Signal wires on met3:
Scale: 10 px per um.
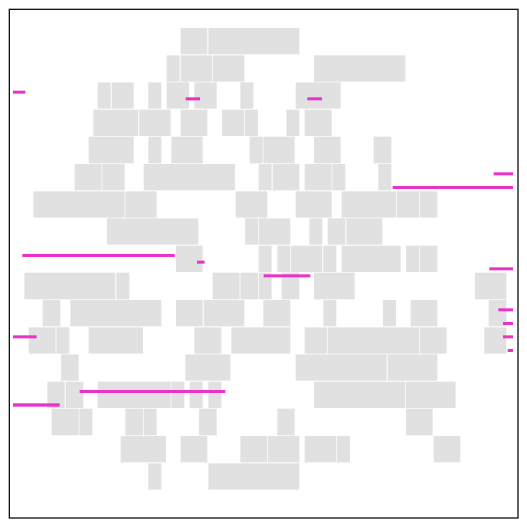
Routing congestion:
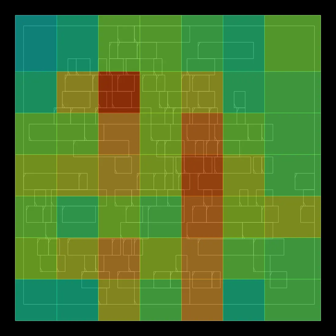
[config.mk]
export PLATFORM = sky130hd
export DESIGN_NAME = change_dispenser
export DESIGN_NICKNAME = d
export VERILOG_FILES = /design/src/rtl/vend_pkg.sv /design/src/rtl/change_dispenser_timer.sv /design/src/rtl/change_dispenser.sv
export SDC_FILE = /design/constraint.sdc
export NUM_CORES = 1
export LEC_CHECK = 0
export CORE_MARGIN = 1
export CORE_UTILIZATION = 35
export CTS_BUF_LIST = sky130_fd_sc_hd__clkbuf_4 sky130_fd_sc_hd__clkbuf_8
export CTS_CLUSTER_DIAMETER = 30
export CTS_CLUSTER_SIZE = 25
export DETAILED_ROUTE_END_ITERATION = 8
export DONT_BUFFER_PORTS = 1
export PLACE_DENSITY_LB_ADDON = 0.12
export SKIP_CTS_REPAIR_TIMING = 1
export SLEW_MARGIN = 20
export SYNTH_ARGS = -nofsm -noshare
export SYNTH_HDL_FRONTEND = slang
export SYNTH_HIERARCHICAL = 1
export SYNTH_SLANG_ARGS = --single-unit
[constraint.sdc]
create_clock -name clk_i -period 1.85 [get_ports clk_i]
set_input_delay 0.2775 -clock clk_i [delete_from_list [all_inputs] [get_ports clk_i]]
set_output_delay 0.2775 -clock clk_i [all_outputs]
set_load 0.01 [all_outputs]
[src/rtl/vend_pkg.sv]
// Shared definitions for the change dispenser: state codes, coin values
// and the timer width helper.
package vend_pkg;

    // State codes. Code 7 is unused; the FSM recovers from it to IDLE.
    typedef enum logic [2:0] {
        IDLE    = 3'd0,
        DECIDE  = 3'd1,
        PULSE_D = 3'd2,
        PULSE_N = 3'd3,
        GAP     = 3'd4,
        DONE    = 3'd5,
        FAULT   = 3'd6
    } state_e;

    // Coin values in nickel units.
    localparam int NICKEL_U = 1;
    localparam int DIME_U   = 2;

    // Width of a down-counter that must hold max(p, g) - 1.
    // The extra bit gives headroom for exact powers of two.
    function automatic int tmr_w(input int p, input int g);
        return $clog2((p > g) ? p : g) + 1;
    endfunction

endpackage

[src/rtl/change_dispenser_timer.sv]
// Down-counter shared by the PULSE and GAP states. Loaded on state entry
// with (hold cycles - 1); it reports expiry once the count reaches zero.
module cycle_timer #(
    parameter int W = 3
) (
    input  logic         clk_i,
    input  logic         rst_ni,
    input  logic         load_i,
    input  logic [W-1:0] load_val_i,
    output logic         expired_o
);

    logic [W-1:0] cnt_q;
    logic [W-1:0] cnt_d;

    // Load takes priority; otherwise count down and stick at zero.
    always_comb begin
        cnt_d = cnt_q;
        if (load_i) begin
            cnt_d = load_val_i;
        end else if (cnt_q != '0) begin
            cnt_d = cnt_q - 1'b1;
        end
    end

    // Counter register, cleared by reset.
    always_ff @(posedge clk_i or negedge rst_ni) begin
        if (!rst_ni) begin
            cnt_q <= '0;
        end else begin
            cnt_q <= cnt_d;
        end
    end

    assign expired_o = (cnt_q == '0);

endmodule

[src/rtl/change_dispenser.sv]
// Change dispenser: takes an amount in nickels over a Ready/Req handshake
// and drives timed dime/nickel eject pulses, dimes first, nickels as the
// fallback. Ends in DONE on full payout, or FAULT when the rest is unpayable.
module change_dispenser
    import vend_pkg::*;
#(
    parameter int AMT_W     = 4,
    parameter int PULSE_CYC = 2,
    parameter int GAP_CYC   = 3
) (
    input  logic             clk_i,
    input  logic             rst_ni,
    input  logic             req_i,
    input  logic [AMT_W-1:0] amount_i,
    input  logic             dime_empty_i,
    input  logic             nickel_empty_i,
    output logic             ready_o,
    output logic             eject_d_o,
    output logic             eject_n_o,
    output logic             done_o,
    output logic             fault_o,
    output logic [AMT_W-1:0] remaining_o,
    output logic [2:0]       state_o
);

    localparam int TW = tmr_w(PULSE_CYC, GAP_CYC);
    localparam logic [TW-1:0]    PULSE_LD = TW'(PULSE_CYC - 1);
    localparam logic [TW-1:0]    GAP_LD   = TW'(GAP_CYC - 1);
    localparam logic [AMT_W-1:0] DIME_A   = AMT_W'(DIME_U);
    localparam logic [AMT_W-1:0] NICKEL_A = AMT_W'(NICKEL_U);

    state_e           state_q, state_d;
    logic [AMT_W-1:0] rem_q, rem_d;
    logic             fault_q, fault_d;
    logic             tmr_load;
    logic [TW-1:0]    tmr_val;
    logic             tmr_expired;

    cycle_timer #(.W(TW)) u_timer (
        .clk_i      (clk_i),
        .rst_ni     (rst_ni),
        .load_i     (tmr_load),
        .load_val_i (tmr_val),
        .expired_o  (tmr_expired)
    );

    // Next-state logic. Each pulse is debited on its last cycle, so the
    // DECIDE guards keep Remaining from ever underflowing.
    always_comb begin
        state_d  = state_q;
        rem_d    = rem_q;
        fault_d  = fault_q;
        tmr_load = 1'b0;
        tmr_val  = '0;
        case (state_q)
            IDLE: begin
                if (req_i) begin
                    rem_d   = amount_i;
                    fault_d = 1'b0;
                    state_d = DECIDE;
                end
            end
            DECIDE: begin
                if (rem_q == '0) begin
                    state_d = DONE;
                end else if (rem_q >= DIME_A && !dime_empty_i) begin
                    state_d  = PULSE_D;
                    tmr_load = 1'b1;
                    tmr_val  = PULSE_LD;
                end else if (rem_q >= NICKEL_A && !nickel_empty_i) begin
                    state_d  = PULSE_N;
                    tmr_load = 1'b1;
                    tmr_val  = PULSE_LD;
                end else begin
                    state_d = FAULT;
                    fault_d = 1'b1;
                end
            end
            PULSE_D, PULSE_N: begin
                if (tmr_expired) begin
                    rem_d    = rem_q - ((state_q == PULSE_D) ? DIME_A : NICKEL_A);
                    state_d  = GAP;
                    tmr_load = 1'b1;
                    tmr_val  = GAP_LD;
                end
            end
            GAP: begin
                if (tmr_expired) begin
                    state_d = DECIDE;
                end
            end
            DONE:    state_d = IDLE;
            FAULT:   state_d = IDLE;
            default: state_d = IDLE;
        endcase
    end

    // State, remaining-amount and sticky fault registers.
    always_ff @(posedge clk_i or negedge rst_ni) begin
        if (!rst_ni) begin
            state_q <= IDLE;
            rem_q   <= '0;
            fault_q <= 1'b0;
        end else begin
            state_q <= state_d;
            rem_q   <= rem_d;
            fault_q <= fault_d;
        end
    end

    // Moore outputs, decoded from registered state only.
    assign ready_o     = (state_q == IDLE);
    assign eject_d_o   = (state_q == PULSE_D);
    assign eject_n_o   = (state_q == PULSE_N);
    assign done_o      = (state_q == DONE);
    assign fault_o     = fault_q;
    assign remaining_o = rem_q;
    assign state_o     = state_q;

endmodule

==> flow_summary.ini <==
; implementation run metrics
[setup_path]
cell_family_with_most_cp_delay = simple AND/OR/NAND/NOR gates
critical-path-max-stage-delay_ns = 0.46
timing.rr.end = state_o[2]$_DFFE_PN0P_
cp-endpoint = state_o[2]$_DFFE_PN0P_
worstPathCellList = inv_1 -> ha_1 -> nand2b_1 -> inv_1 -> buf_4 -> or4b_1 -> o211ai_1
cp_max_fo = 6
worstPathArrival_ns = 1.89
setup.worst_path.end_class = register
sort_of_element_at_the_start_of_the_critical_path = register
setup_cp_type = register to register

[routing]
drt_iter0_drc = 8
dr.pass1.iters = 4
drc = 0

[yosys]
yosys.stat.chipArea_um2 = 831
yosys_most_used_dff = dfrtp_1
avgSynthCellArea_um2 = 8.65
yosysWarningCount = 6
synth_sequential_area_ratio_pct = 33.1
ys.flops = 11
synthesis.nets = 110
post_synth_instance_area_um2 = 831
yosys.cell_types.count = 36

[run]
tool_warnings = 28
drv.max_cap_violation_count = 0

[outcome]
run_status = completed

[die]
ports = 21
initCoreUtil_pct = 37.2
design.core.area_um2 = 2230
dieArea_um2 = 2570
die_h_um = 50.7

[placement]
place.gp.congestion = 0.788

[power]
clockPowerShare_pct = 9.1
power_frac_comb_pct = 67.7
p_total_mw = 2.02
power_switching_mw = 0.940
power_density_nw_per_um2 = 2000
power_report.internal_total_mw = 1.08
worst_ir_drop_vdd_uv = 947

[timing]
rsz0062_at_grt = false
setup_tns_ns = 0
max-slew-margin-rel_pct = 65.2
worstMarginPinSlew_ns = 0.521
timing.final.ws_setup_ns = 0.142
final_hold_viol_count = 0

[finish]
final.fill_count = 230
nNetsFinal = 125
antenna_diode_count = 0

[clocking]
cts_made_buffers = 3
clockRootBuffer = clkbuf_4
cts.clk_slew.worst_paths_ns = 0.08
clock-sinks = 11
cts_tree = done

[worst_hold_path]
worst_hold_path_type = input port to register

[grt]
antenna_found_initial = 0
grt_total_ovfl = 0
Notes on 'signal wires on met3' above:
share of all routed wire = 3.3%
longest straight run = 14.9 um
wire length on this layer = 61.6 um
nets with wire on the layer = 13
main direction = horizontal
Global Route met3 Usage: 3.33%
Routed WL: 1860 um
via total after detailed routing: 727

Notes on 'routing congestion' above:
Tot GR Track Use: 16.9%
wire length per cell after detailed routing: 13.5 um
met1 capacity usage during global routing: 21.8%
Core Util, Final: 45.2%
busiest layer in global routing: met2

-- layer usage --
layer | vias to the layer above | part of all wire, %
li1 | 359 | -
met1 | 345 | 46
met2 | 17 | 48
met3 | 6 | 3.3
met4 | 0 | 2.7
met5 | - | 0
-- worst register-to-register path, stage by stage (launching register included) --
cell and delay [ns]:
dfrtp_1 0.37, inv_1 0.07, ha_1 0.24, nand2b_1 0.14, inv_1 0.08, buf_4 0.16, or4b_1 0.46, o211ai_1 0.11
-- layout make-up --
cell class	instances	area share, %
Clock buffer	4	2.97
Inverter	12	4.46
Multi-Input combinational cell	70	51.9
Sequential cell	11	27.3
Tap cell	28	3.47
Timing Repair Buffer	13	9.91
-- layout by cell type, fill, tap and decap left out, types with 3 or more instances in the layout --
cell type  netlist  layout
nor2b_1          3       3
clkbuf_4         0       4
nor2_1          11      11
nand2_1          5       5
dfrtp_1         11      11
nand2b_1         4       3
buf_4            1      12
inv_1           12      12
ha_1             4       3
a21oi_1          7       7
o21ai_0          5       5
-- power groups by stage --
stage          logic, mW  clock network (mW)  registers [mW]
6_report            1.36               0.184           0.468
5_1_grt             1.55               0.201           0.486
4_1_cts             1.30               0.189           0.468
3_5_place_dp        1.30                   0           0.471
3_3_place_gp        1.29                   0           0.473
2_1_floorplan      0.883                   0           0.518
-- stage by stage --
stage | utilization (%) | cell area [um2] | hold slack [ns]
after detailed placement | 42.4 | 946 | -0.0178
final | 45.2 | 1010 | 0.194
after global placement | 42.4 | 946 | -0.0178
after CTS | 43.7 | 976 | -0.315
after global routing | 45.2 | 1010 | 0.186
after floorplan | - | 842 | -0.0181
-- sequential cells by signal, indices dropped and copies added, names as in the netlist --
signal         cells
u_timer/cnt_q      3
fault_o            1
remaining_o        4
state_o            3
-- synthesized netlist by cell type, types with 2 or more instances --
cell type / number / area [um2]
dfrtp_1: 11 / 275
a21oi_2: 2 / 17.5
a311oi_1: 2 / 17.5
a211oi_1: 2 / 15.0
nand2_1: 5 / 18.8
ha_1: 4 / 50.1
o22a_1: 2 / 17.5
inv_1: 12 / 45.0
nor2b_1: 3 / 18.8
a21oi_1: 7 / 35.0
nand2b_1: 4 / 25.0
o21ai_0: 5 / 25.0
nor4b_1: 2 / 17.5
o21ai_1: 2 / 10.0
nor2_1: 11 / 41.3
buf_2: 2 / 10.0
-- how the worst min path moves through the flow --
stage           startpoint                         end  slack, ns  cells past startpoint
2_1_floorplan       rst_ni         fault_o$_DFFE_PN0P_      -0.02                      0
6_report       amount_i[0]  remaining_o[0]$_DFFE_PN0P_       0.19                      2
4_1_cts             rst_ni      state_o[1]$_DFFE_PN0P_      -0.31                      0
3_5_place_dp        rst_ni         fault_o$_DFFE_PN0P_      -0.02                      0
3_3_place_gp        rst_ni         fault_o$_DFFE_PN0P_      -0.02                      0
5_1_grt        amount_i[0]  remaining_o[0]$_DFFE_PN0P_       0.19                      2
-- cell families after synthesis --
family	Yosys count	share of synthesized area (%)
compound gates	28	23.8
fa+ha+maj	5	8.43
buf+inv	15	7.53
flops	11	33.1
mux	1	1.36
other cells	1	0.451
simple gates	35	25.3
Power is estimated from default activity; no workload was simulated.
